==> run_1/layers.png <==
The bar under the picture is 50 um long.
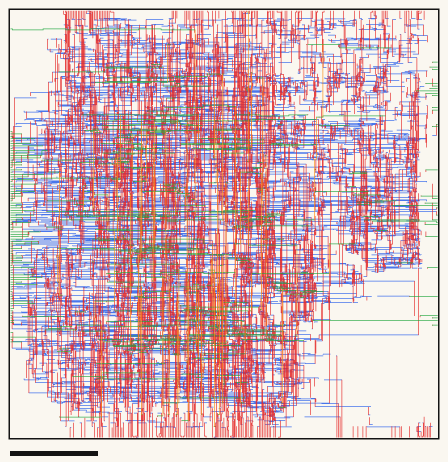
==> run_1/m3.png <==
The bar under the picture is 50 um long.
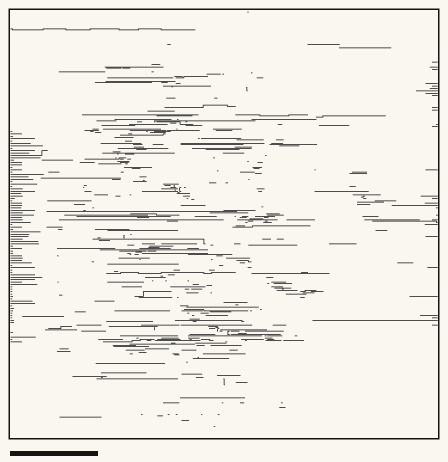
==> run_1/placed.png <==
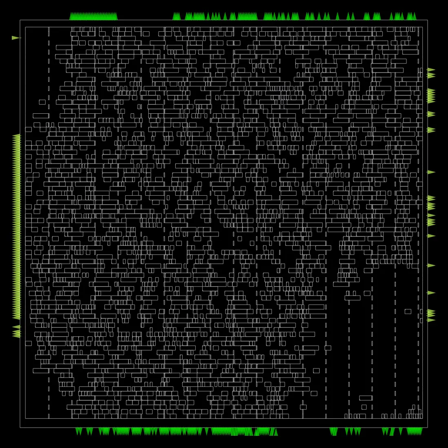
==> run_1/m4.png <==
Supply wires on this layer in grey.
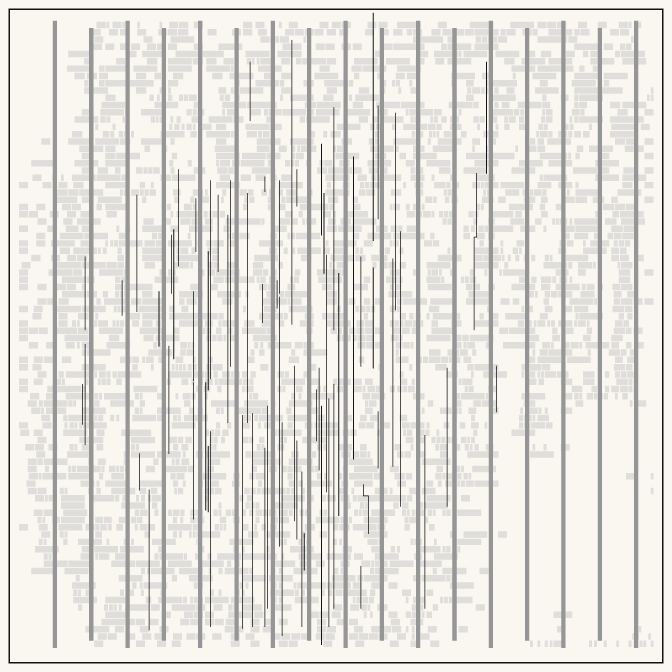
**src/rtl/ps2_cmd_pkg.sv**
```systemverilog
`default_nettype none
// =============================================================================
// Module   : ps2_cmd_pkg
// Brief    : Shared types, ASCII constants and opcode decode for ps2_cmd_parser.
// Config   : PS2_CMD_LOWERCASE_EN - accept v/a/f as opcodes
// Revision : 1.0 - initial release
// =============================================================================
package ps2_cmd_pkg;

   typedef enum logic [1:0] {
      ST_IDLE   = 2'd0,
      ST_PARSE  = 2'd1,
      ST_COMMIT = 2'd2,
      ST_CLEAR  = 2'd3
   } state_t;

   typedef enum logic [1:0] {
      OP_NONE = 2'd0,
      OP_VEL  = 2'd1,
      OP_ANG  = 2'd2,
      OP_FIRE = 2'd3
   } opcode_t;

   localparam logic [7:0] c_ascii_bs       = 8'h08;
   localparam logic [7:0] c_ascii_cr       = 8'h0D;
   localparam logic [7:0] c_ascii_lf       = 8'h0A;
   localparam logic [7:0] c_ascii_v        = 8'h56;
   localparam logic [7:0] c_ascii_a        = 8'h41;
   localparam logic [7:0] c_ascii_f        = 8'h46;
   localparam logic [7:0] c_ascii_0        = 8'h30;
   localparam logic [7:0] c_ascii_9        = 8'h39;
   localparam logic [7:0] c_ascii_print_lo = 8'h20;
   localparam logic [7:0] c_ascii_print_hi = 8'h7E;

   function automatic opcode_t decode_opcode(input logic [7:0] ch);
      logic [7:0] up;
      opcode_t    op;
      up = ch;
`ifdef PS2_CMD_LOWERCASE_EN
      // Fold only the three opcode letters; other lowercase stays unknown.
      if (ch == 8'h76 || ch == 8'h61 || ch == 8'h66) up = ch & 8'hDF;
`endif
      case (up)
         c_ascii_v: op = OP_VEL;
         c_ascii_a: op = OP_ANG;
         c_ascii_f: op = OP_FIRE;
         default:   op = OP_NONE;
      endcase
      return op;
   endfunction

endpackage
`default_nettype wire

```
**src/rtl/ps2_dec_accum.sv**
```systemverilog
`default_nettype none
// =============================================================================
// Module   : ps2_dec_accum
// Brief    : 16-bit decimal accumulator (acc*10+digit), saturating, sticky overflow.
// Revision : 1.0 - initial release
// =============================================================================
module ps2_dec_accum (
   input  logic        clock,
   input  logic        reset,
   input  logic        i_clear,
   input  logic        i_step,
   input  logic [3:0]  i_digit,
   output logic [15:0] o_value,
   output logic        o_overflow
);

   logic [15:0] value_q, value_d;
   logic        ovf_q, ovf_d;
   logic [19:0] w_next;

   always_comb begin
      w_next  = 20'(value_q) * 20'd10 + 20'(i_digit);
      value_d = value_q;
      ovf_d   = ovf_q;
      if (i_clear) begin
         value_d = '0;
         ovf_d   = 1'b0;
      end else if (i_step) begin
         if (ovf_q || (w_next > 20'h0FFFF)) begin
            value_d = 16'hFFFF;
            ovf_d   = 1'b1;
         end else begin
            value_d = w_next[15:0];
         end
      end
   end

   always_ff @(posedge clock or posedge reset) begin
      if (reset) begin
         value_q <= '0;
         ovf_q   <= 1'b0;
      end else begin
         value_q <= value_d;
         ovf_q   <= ovf_d;
      end
   end

   assign o_value    = value_q;
   assign o_overflow = ovf_q;

endmodule
`default_nettype wire

```
**src/rtl/ps2_cmd_parser.sv**
```systemverilog
`default_nettype none
// =============================================================================
// Module   : ps2_cmd_parser
// Brief    : Line editor + V<n>/A<n>/F command decoder driving velocity/angle/fire.
// Config   : PS2_CMD_LOWERCASE_EN - lowercase opcodes accepted (default: rejected)
// Revision : 1.0 - initial release
// =============================================================================
module ps2_cmd_parser
   import ps2_cmd_pkg::*;
#(
   parameter int LINE_CHARS  = 32,
   parameter int VEL_MAX     = 100,
   parameter int ANGLE_MAX   = 90,
   parameter int FIRE_CYCLES = 50_000_000
) (
   input  logic                    clock,
   input  logic                    reset,
   input  logic [7:0]              input_character,
   input  logic                    input_made,
   output logic [8*LINE_CHARS-1:0] line_content,
   output logic                    line_ready,
   output logic [31:0]             velocity,
   output logic [31:0]             angle,
   output logic                    fire,
   output logic                    cmd_error,
   output logic                    busy
);

   localparam int LEN_W = $clog2(LINE_CHARS + 1);
   localparam int FC_W  = (FIRE_CYCLES > 1) ? $clog2(FIRE_CYCLES + 1) : 1;

   localparam logic [LEN_W-1:0] c_len_full  = LEN_W'(LINE_CHARS);
   localparam logic [FC_W-1:0]  c_fire_load = FC_W'(FIRE_CYCLES);
   localparam logic [15:0]      c_vel_max   = 16'(VEL_MAX);
   localparam logic [15:0]      c_ang_max   = 16'(ANGLE_MAX);

   state_t                      state_q, state_d;
   logic [LINE_CHARS-1:0][7:0]  line_q, line_d;
   logic [LEN_W-1:0]            len_q, len_d;
   logic [LEN_W-1:0]            idx_q, idx_d;
   opcode_t                     op_q, op_d;
   logic                        perr_q, perr_d;
   logic                        digit_seen_q, digit_seen_d;
   logic [15:0]                 velocity_q, velocity_d;
   logic [15:0]                 angle_q, angle_d;
   logic                        cmd_error_q, cmd_error_d;
   logic                        line_ready_q, line_ready_d;
   logic [FC_W-1:0]             fire_cnt_q, fire_cnt_d;

   logic [7:0]  w_char;
   logic        w_is_digit;
   logic        w_key_print;
   logic        w_key_bs;
   logic        w_key_enter;
   logic        w_acc_clear;
   logic        w_acc_step;
   logic [15:0] w_acc_value;
   logic        w_acc_ovf;
   logic        w_line_ok;

   ps2_dec_accum u_accum (
      .clock      (clock),
      .reset      (reset),
      .i_clear    (w_acc_clear),
      .i_step     (w_acc_step),
      .i_digit    (w_char[3:0]),
      .o_value    (w_acc_value),
      .o_overflow (w_acc_ovf)
   );

   always_comb begin
      w_char = '0;
      for (int i = 0; i < LINE_CHARS; i++) begin
         if (LEN_W'(i) == idx_q) w_char = line_q[i];
      end
   end

   assign w_is_digit  = (w_char >= c_ascii_0) && (w_char <= c_ascii_9);
   assign w_key_print = (input_character >= c_ascii_print_lo) && (input_character <= c_ascii_print_hi);
   assign w_key_bs    = (input_character == c_ascii_bs);
   assign w_key_enter = (input_character == c_ascii_cr) || (input_character == c_ascii_lf);
   assign w_acc_clear = (state_q == ST_IDLE);
   assign w_acc_step  = (state_q == ST_PARSE) && (idx_q != '0) && w_is_digit;

   assign w_line_ok = !perr_q &&
                      ((op_q == OP_FIRE) ||
                       (digit_seen_q && !w_acc_ovf &&
                        (((op_q == OP_VEL) && (w_acc_value <= c_vel_max)) ||
                         ((op_q == OP_ANG) && (w_acc_value <= c_ang_max)))));

   // State register
   always_ff @(posedge clock or posedge reset) begin
      if (reset) state_q <= ST_IDLE;
      else       state_q <= state_d;
   end

   // Next-state logic
   always_comb begin
      state_d = state_q;
      case (state_q)
         ST_IDLE: begin
            if (input_made && w_key_enter) state_d = (len_q != '0) ? ST_PARSE : ST_COMMIT;
         end
         ST_PARSE: begin
            if (idx_q == len_q - LEN_W'(1)) state_d = ST_COMMIT;
         end
         ST_COMMIT: state_d = ST_CLEAR;
         ST_CLEAR:  state_d = ST_IDLE;
         default:   state_d = ST_IDLE;
      endcase
   end

   // FSM outputs
   always_comb begin
      busy = (state_q != ST_IDLE);
   end

   always_comb begin
      line_d       = line_q;
      len_d        = len_q;
      idx_d        = idx_q;
      op_d         = op_q;
      perr_d       = perr_q;
      digit_seen_d = digit_seen_q;
      velocity_d   = velocity_q;
      angle_d      = angle_q;
      cmd_error_d  = cmd_error_q;
      line_ready_d = line_ready_q;
      fire_cnt_d   = (fire_cnt_q != '0) ? fire_cnt_q - FC_W'(1) : '0;

      case (state_q)
         ST_IDLE: begin
            idx_d        = '0;
            op_d         = OP_NONE;
            perr_d       = 1'b0;
            digit_seen_d = 1'b0;
            if (input_made) begin
               if (w_key_print && (len_q != c_len_full)) begin
                  for (int i = 0; i < LINE_CHARS; i++) begin
                     if (LEN_W'(i) == len_q) line_d[i] = input_character;
                  end
                  len_d = len_q + LEN_W'(1);
               end else if (w_key_bs && (len_q != '0)) begin
                  for (int i = 0; i < LINE_CHARS; i++) begin
                     if (LEN_W'(i) == len_q - LEN_W'(1)) line_d[i] = '0;
                  end
                  len_d = len_q - LEN_W'(1);
               end
            end
         end

         ST_PARSE: begin
            idx_d = idx_q + LEN_W'(1);
            if (idx_q == '0) begin
               op_d = decode_opcode(w_char);
               if (op_d == OP_NONE) perr_d = 1'b1;
            end else if ((op_q == OP_FIRE) || !w_is_digit) begin
               perr_d = 1'b1;
            end else begin
               digit_seen_d = 1'b1;
            end
         end

         ST_COMMIT: begin
            line_ready_d = 1'b1;
            if (len_q == '0) begin
               cmd_error_d = 1'b0;
            end else if (w_line_ok) begin
               cmd_error_d = 1'b0;
               case (op_q)
                  OP_VEL:  velocity_d = w_acc_value;
                  OP_ANG:  angle_d    = w_acc_value;
                  OP_FIRE: fire_cnt_d = c_fire_load;
                  default: ;
               endcase
            end else begin
               cmd_error_d = 1'b1;
            end
         end

         ST_CLEAR: begin
            line_d       = '0;
            len_d        = '0;
            line_ready_d = 1'b0;
         end

         default: ;
      endcase
   end

   always_ff @(posedge clock or posedge reset) begin
      if (reset) begin
         line_q       <= '0;
         len_q        <= '0;
         idx_q        <= '0;
         op_q         <= OP_NONE;
         perr_q       <= 1'b0;
         digit_seen_q <= 1'b0;
         velocity_q   <= '0;
         angle_q      <= '0;
         cmd_error_q  <= 1'b0;
         line_ready_q <= 1'b0;
         fire_cnt_q   <= '0;
      end else begin
         line_q       <= line_d;
         len_q        <= len_d;
         idx_q        <= idx_d;
         op_q         <= op_d;
         perr_q       <= perr_d;
         digit_seen_q <= digit_seen_d;
         velocity_q   <= velocity_d;
         angle_q      <= angle_d;
         cmd_error_q  <= cmd_error_d;
         line_ready_q <= line_ready_d;
         fire_cnt_q   <= fire_cnt_d;
      end
   end

   assign line_content = line_q;
   assign line_ready   = line_ready_q;
   assign velocity     = {16'd0, velocity_q};
   assign angle        = {16'd0, angle_q};
   assign fire         = (fire_cnt_q != '0);
   assign cmd_error    = cmd_error_q;

endmodule
`default_nettype wire

```
**config.mk**
```make
export PLATFORM = sky130hd
export DESIGN_NAME = ps2_cmd_parser
export DESIGN_NICKNAME = d
export VERILOG_FILES = /design/src/rtl/ps2_cmd_pkg.sv /design/src/rtl/ps2_dec_accum.sv /design/src/rtl/ps2_cmd_parser.sv
export SDC_FILE = /design/constraint.sdc
export NUM_CORES = 1
export LEC_CHECK = 0
export CORE_MARGIN = 3
export CORE_UTILIZATION = 35
export CTS_CLUSTER_DIAMETER = 100
export DETAILED_ROUTE_END_ITERATION = 7
export PLACE_DENSITY_LB_ADDON = 0.12
export SYNTH_ARGS = -nofsm -noshare
export SYNTH_HDL_FRONTEND = slang
export SYNTH_SLANG_ARGS = --single-unit
```
**constraint.sdc**
```tcl
create_clock -name clock -period 12.9 [get_ports clock]
set_input_delay 3.87 -clock clock [delete_from_list [all_inputs] [get_ports clock]]
set_output_delay 3.87 -clock clock [all_outputs]
set_load 0.05 [all_outputs]
```
==> results.txt, run 1 <==
The layout was made with Yosys and OpenROAD.

The transition time of the tightest slew-check pin is 1270 ps. The timing report shows that the slowest cell on the worst path is nor3_1. The first global-routing pass estimated 122 mm of wire. The synthesis run identifies the leading combinational cell family as AND-OR/OR-AND gates. The HPWL reported at the end of detailed placement is 59.4 mm.

The placement summary gives the final routability congestion estimate as 0.945. The count of H-tree levels built during CTS is 2. The clock latency of the later-clocked register in the worst-skew pair is 590 ps. STA shows the worst reg2reg path with a cell count of 19. The CTS report gives the tree buffer count as 42. The most instantiated flip-flop cell in the synthesis netlist is dfrtp_1.

TritonCTS built the clock tree. The summed negative setup slack over all endpoints is 0 ps. Data arrives at the worst endpoint at 4770 ps. Measured against its own limit, the worst slew margin works out to 0.150. The mapped netlist covers 0.0198 mm^2. The cell count listed in synth_stat.txt is 2077.

The highest ir drop seen on vdd is 0.155 mV. The required time at the worst endpoint is listed as 9030 ps. Total power normalized to cell area comes to 257 mW/mm^2. The flow ran to the end, and the final reports show no timing, DRC or antenna violations. The effective utilization at floorplan is 0.356. The total met3 wirelength after detailed routing is 5.48 mm. The leakage power in the latest report is 10.4 nW. The vertical die dimension reported for this design is 244 um. The fraction of the mapped netlist area in compound gates is 0.196.

The post-synthesis share of cell area spent on xor and xnor gates is 0.0262. In this run the worst setup path terminates at fire. In this design, the critical path's most frequently occurring cell is or3_1.

The number of flip-flops and latches in the synthesized netlist is 351. Setup repair after global routing left no endpoint under its margin. The detailed router put a total of 36.1 mm of wire on met1. Per the hold report, the tightest min-delay path originates at fire_cnt_q[0]$_DFF_PP0_. The class of the tightest hold or removal check is register to register. The count of library flops with an enable pin is 0. Per the synthesis report, the number of distinct cell types is 84. According to the timing report, the critical path is launched from fire_cnt_q[4]$_DFF_PP0_. The count of pins over their slew limit is 0.

The cell depth of the worst min-delay path is 1. Compared with the post-synthesis result, the final layout area differs by 25.6%. The overall die size recorded for this design is 0.0593 mm^2.

The critical path is of the register to primary output type. In the log, the iteration count for the first detailed-route pass is 6. The top fanout value on the critical path is 12. The setup slack of the most critical reg-to-reg path is 5820 ps.
Back to the opening pictures, layers.png:
layer	colour	wire length
M3	green	5480 um
M2	red	38.2 mm
M1	blue	36.1 mm
M4	orange	3360 um
wire length reported by the detailed router: 83.1 mm
GRT Resource Usage Total: 0.274
detailed-route via count: 17900

Back to the opening pictures, m3.png:
share of all routed wire	6.6%
wire length on this layer	5480 um
met3 Usage GRT: 0.0464

Back to the opening pictures, placed.png:
number of filler instances in the final layout: 5385
number of placement rows: 86
registers: 351

Back to the opening pictures, m4.png:
nets with wire on the layer	53
main direction	vertical

## run 1: registers in the layout, indices dropped and copies added, names as in the netlist
name and cells:
u_accum.o_value 16, digit_seen_q 1, cmd_error 1, line_content 256, line_ready 1, len_q 6
angle_q 16, perr_q 1, u_accum.o_overflow 1, fire_cnt_q 26, velocity_q 16, op_q 2
state_q 2, idx_q 6
## run 1: where the power goes
part,switching [mW],leakage (nW),internal (mW),total [mW]
Combinational,2.28,4.99,1.04,3.32
Clock,0.506,0.661,0.683,1.19
Sequential,0.440,4.70,1.43,1.87
Total,3.23,10.4,3.15,6.38
## run 1: metrics by stage
step / worst slack (ps) / utilization / cell area [um^2] / hold WS (ps) / std cells
final: 4260 / 0.447 / 24800 / 484 / 3107
after global routing: 3940 / 0.447 / 24800 / 513 / 3105
after CTS: 4250 / 0.447 / 24800 / 485 / 3105
after detailed placement: 4860 / 0.422 / 23400 / 474 / 3028
after global placement: 4940 / 0.422 / 23400 / 462 / 3028
after floorplan: 4330 / - / 19900 / 442 / 2108
## run 1: cell usage after synthesis (all sizes together), types with 14 or more instances
cell type,instances,area (um^2)
a21o,17,128
a21oi,113,566
a221oi,35,369
a31oi,26,163
a32oi,29,254
and2,27,169
buf,84,508
clkbuf,96,360
dfrtp,351,8780
ha,47,588
inv,72,270
mux2,130,1460
nand2,229,860
nand2b,24,150
nand3,36,180
nand3b,21,158
nand4,16,100
nor2,94,353
nor2b,62,388
nor3,34,170
nor3b,14,105
o211ai,18,135
o21ai,195,976
o22ai,26,169
o31ai,21,163
or3,14,87.6
xnor2,35,307
xor2,24,210
## run 1: cell type report
cell class	count	area, um^2
multi-input cells	1503	10000
repair buffers	352	3410
well taps	748	936
clock buffers	62	1230
inverters	74	282
diodes	2	5.00
clock inverters	15	129
flip-flops and latches	351	8780
fillers	5385	30700
==> run 1 -> run 2 <==
==> constraint.sdc (replaced) <==
create_clock -name clock -period 7.15 [get_ports clock]
set_input_delay 2.145 -clock clock [delete_from_list [all_inputs] [get_ports clock]]
set_output_delay 2.145 -clock clock [all_outputs]
set_load 0.05 [all_outputs]
==> results.txt, run 2 <==
The layout was made with Yosys and OpenROAD.

The layout report lists the multi-input gate area as 0.0101 mm^2. The placement-stage worst setup slack is 861 ps. Counting instances in the post-synthesis netlist gives the leading cell types as dfrtp_1, nand2_1, o21ai_0, mux2_2, a21oi_1.

The layout filler cell count is 5423. The clock latency of the later-clocked register in the worst-skew pair is 570 ps. The register with the most flip-flops in the layout has 256 of them. The post-synth count of flops with an enable pin is 0.

The startpoint-to-endpoint class of the critical path is register to primary output. In this run the core area contains 86 standard-cell rows. The run finished with clean final reports. For this run, the total global-route usage over all layers was measured as 0.277. For the final routed database, the setup TNS stands at 0 ps. The number of flip-flops and latches in the synthesized netlist is 351. The share of the synthesized area in the top cell type is 0.445. Per the final report, max-transition violations number 0. The cell type with the largest total area is dfrtp_1.

The synthesized netlist occupies a cell area of 0.0198 mm^2. After synthesis, the design contains 2077 cells according to Yosys. The leakage power is 10.5 nW. The global-route wire length before repair is 124 mm. The critical path endpoint has a required time of 5010 ps.

At the floorplan stage, the core utilization is reported as 0.356. The critical path's slowest cell is clkdlybuf4s50_1.
run 2: layout make-up:
cell class	instances	share of cell area
inverters	74	0.0112
multi-input cells	1503	0.401
diodes	1	0.0000997
flip-flops and latches	351	0.350
clock buffers	62	0.0509
repair buffers	371	0.143
clock inverters	15	0.00648
well taps	748	0.0373
run 2: logic make-up after synthesis:
family                   count (synthesis)  share of synthesized area
AND/OR/NAND/NOR                        643                      0.168
XOR/XNOR                                59                     0.0262
other                                    1                   0.000190
AND-OR/OR-AND                          588                      0.196
buffers and inverters                  254                     0.0580
multiplexers                           132                     0.0751
flip-flops                             351                      0.445
adder cells (fa/ha/maj)                 49                     0.0318
run 2: worst paths after layout:
| path | from | end | slack, ps | depth (start not counted) |
|---|---|---|---|---|
| worst max-delay path | fire_cnt_q[4]$_DFF_PP0_ | fire | 390 | 9 |
| worst min-delay path | fire_cnt_q[0]$_DFF_PP0_ | fire_cnt_q[0]$_DFF_PP0_ | 480 | 1 |
| worst max register to register | idx_q[4]$_DFFE_PP0P_ | u_accum.o_value[15]$_DFFE_PP0P_ | 1260 | 15 |
| worst min register to register | fire_cnt_q[0]$_DFF_PP0_ | fire_cnt_q[0]$_DFF_PP0_ | 480 | 1 |
| max in group asynchronous | reset | line_content[139]$_DFFE_PP0P_ | 3540 | 3 |
| min in group asynchronous | reset | line_content[43]$_DFFE_PP0P_ | 2020 | 2 |
run 2: power by group:
part / internal [mW] / switching (mW)
sequential: 2.58 / 0.832
combinational: 1.92 / 4.12
clock: 1.35 / 0.904
run 2: stage by stage:
step,utilization,std cells
4_1_cts,0.451,3122
3_3_place_gp,0.425,3045
6_report,0.452,3125
5_1_grt,0.452,3124
3_5_place_dp,0.425,3045
2_1_floorplan,-,2108
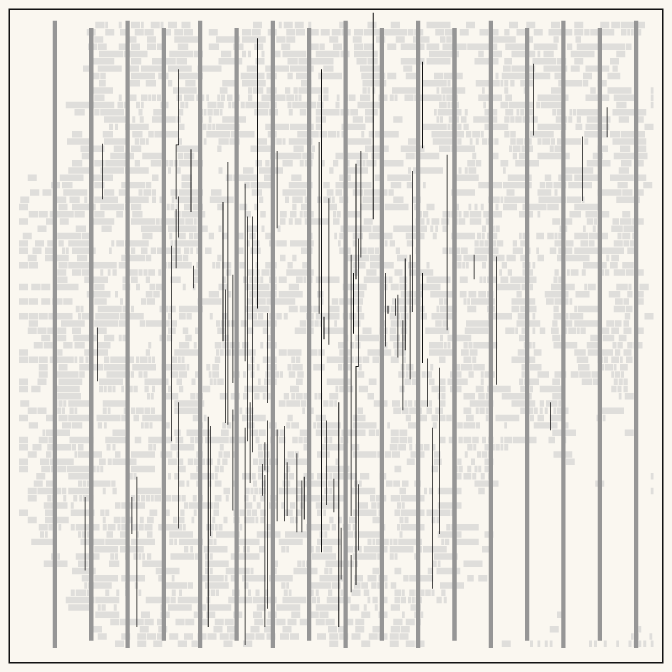
(run_2/m4.png)
Supply wires on this layer in grey.
main direction	vertical
longest straight run	180 um
nets with wire on the layer	59
detailed-route via count: 18300
wire length reported by the detailed router: 84.5 mm

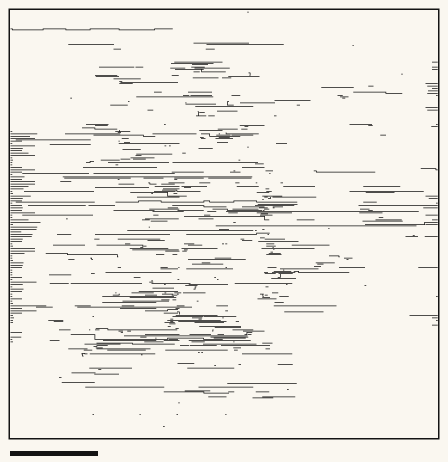
(run_2/m3.png)
The bar under the picture is 50 um long.
share of all routed wire	7.8%
wire length on this layer	6580 um
main direction	horizontal
met3 Usage GRT: 0.0463

==> run 2 -> run 3 <==
--- a/config.mk
+++ b/config.mk
@@ -5,6 +5,7 @@
 export SDC_FILE = /design/constraint.sdc
 export NUM_CORES = 1
 export LEC_CHECK = 0
+export CORE_ASPECT_RATIO = 1.4
 export CORE_MARGIN = 3
 export CORE_UTILIZATION = 35
 export CTS_CLUSTER_DIAMETER = 100
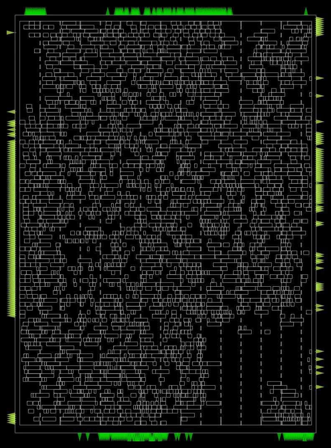
(run_3/placed.png)
number of placement rows: 102
tapcell count: 728
final instance count without filler cells: 3087
number of filler instances in the final layout: 5456
area inside the core boundary: 0.0556 mm^2

==> results.txt, run 3 <==
The layout was made with Yosys and OpenROAD.

Sorting the synthesized cells by area gives the leading types as dfrtp_1, mux2_2, o21ai_0. Checking max transition, the worst relative margin is 0.0826. Max fanout on the critical path was recorded as 4. The global routing usage on met3 is 0.0438. The startpoint-to-endpoint class of the critical path is register to primary output. The worst hold path belongs to the class register to register.

Sorting the Yosys area breakdown by cell type puts at the top dfrtp_1. The required time at the endpoint of the critical path is 5010 ps. Counting cells, the worst reg-to-reg path comes to 15. The critical path's slowest cell is clkdlybuf4s50_1.

The clock latency of the later-clocked register in the worst-skew pair is 600 ps. The count of library flops with an enable pin is 0. The number of distinct standard cells referenced by the synthesized netlist is 84. The summed negative setup slack over all endpoints is 0 ps.

TritonCTS built the clock tree. The transition time of the tightest slew-check pin is 1370 ps. The HPWL reported at the end of detailed placement is 65.3 mm. The worst register-to-register path has a setup slack of 1090 ps.

The total met3 wirelength after detailed routing is 4.93 mm. The analysis attributes to cell leakage a power of 10.4 nW. The share of the core area taken by cells at floorplan is 0.355. The highest ir drop seen on vdd is 0.364 mV. The number of placed instances, taps included, is 3015. At the end of the flow the core is filled with cells to 0.446. The number of clock buffers inserted by TritonCTS is 40. The overall chip area is 0.0594 mm^2. The worst reg2reg path endpoint is u_accum.o_value[15]$_DFFE_PP0P_. The share of the synthesized area in the top cell type is 0.445.

The routed metal-1 wire length is 32.5 mm. The source of the worst hold timing path is fire_cnt_q[0]$_DFF_PP0_. The overall fraction of global-route tracks in use is 0.287.

The number of diodes is 0. The iteration count recorded for the first detailed-route pass is 6. The post-synth register bit count is 351. In this run the power density over the cells is 466 mW/mm^2. The count of H-tree levels built during CTS is 2. The area of the mapped netlist is 0.0198 mm^2. The register with the most flip-flops in the layout has 256 of them. The cell count listed in synth_stat.txt is 2077. Setup repair after global routing left no endpoint under its margin.

The flow ran to the end, and the final reports show no timing, DRC or antenna violations. Per STA, the library cell used most along the worst path is or3_1. The global-route wire length before repair is 125 mm.

The report gives the cell count of the worst hold path as 1. The most common cell in the synthesized netlist is dfrtp_1. The count of pins over their slew limit is 0.
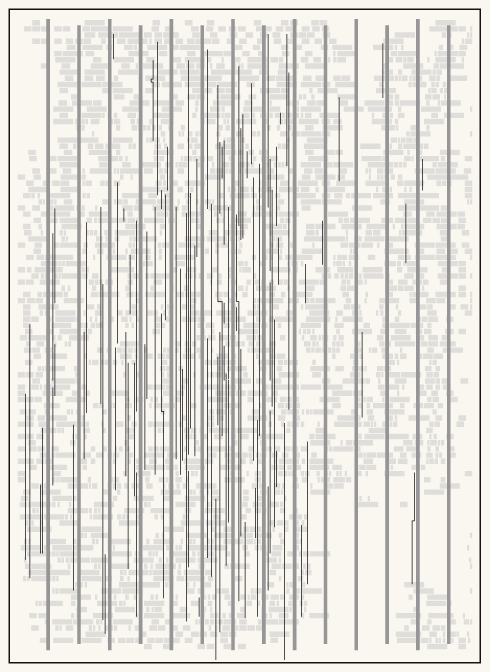
(run_3/m4.png)
Supply wires on this layer in grey.
longest straight run	180 um
wire length on this layer	6010 um
nets with wire on the layer	72
detailed-route via count: 17900
wire length reported by the detailed router: 86.8 mm

## run 3: critical path: cells and delay by family, from the launching register on
family	cells	cell delay [ps]
flops	1	390
buf+inv	2	810
simple gates	6	2340
## run 3: through the flow
stage	area (um^2)	hold slack [ps]	setup WS [ps]	power (mW)
global placement	23500	460	1380	9.43
finish	24800	479	883	11.6
detailed placement	23500	476	1250	9.45
floorplan	19900	442	305	6.96
CTS	24800	482	855	11.6
global route	24800	509	703	12.1
## run 3: worst max path at each step
stage | cells after the start | to | startpoint
2_1_floorplan | 1 | angle_q[0]$_DFFE_PP0P_ | reset
3_3_place_gp | 15 | u_accum.o_value[0]$_DFFE_PP0P_ | idx_q[4]$_DFFE_PP0P_
3_5_place_dp | 15 | u_accum.o_value[15]$_DFFE_PP0P_ | idx_q[4]$_DFFE_PP0P_
4_1_cts | 8 | fire | fire_cnt_q[3]$_DFF_PP0_
5_1_grt | 8 | fire | fire_cnt_q[3]$_DFF_PP0_
6_report | 8 | fire | fire_cnt_q[4]$_DFF_PP0_
## run 3: area by class of cell
type	count	area, um^2
fill	5456	30800
multi-input combinational	1503	10000
sequential	351	8780
timing repair buffer	359	3490
clock buffer	55	1140
tap	728	911
inverter	74	282
clock inverter	17	180
## run 3: where the power goes
group / switching (mW) / leakage, nW / internal (mW)
sequential: 0.879 / 4.70 / 2.58
combinational: 4.11 / 5.04 / 1.89
clock: 0.915 / 0.647 / 1.20
total: 5.90 / 10.4 / 5.67
## run 3: cell families (layout without fill, tap and decap cells)
group,count (synthesis),after routing,share of synthesized area
XOR/XNOR,59,59,0.0262
AND/OR/NAND/NOR,643,643,0.168
flip-flops,351,351,0.445
multiplexers,132,132,0.0751
buffers and inverters,254,505,0.0580
adder cells (fa/ha/maj),49,49,0.0318
other,1,32,0.000190
AND-OR/OR-AND,588,588,0.196
Power is estimated from default activity; no workload was simulated.
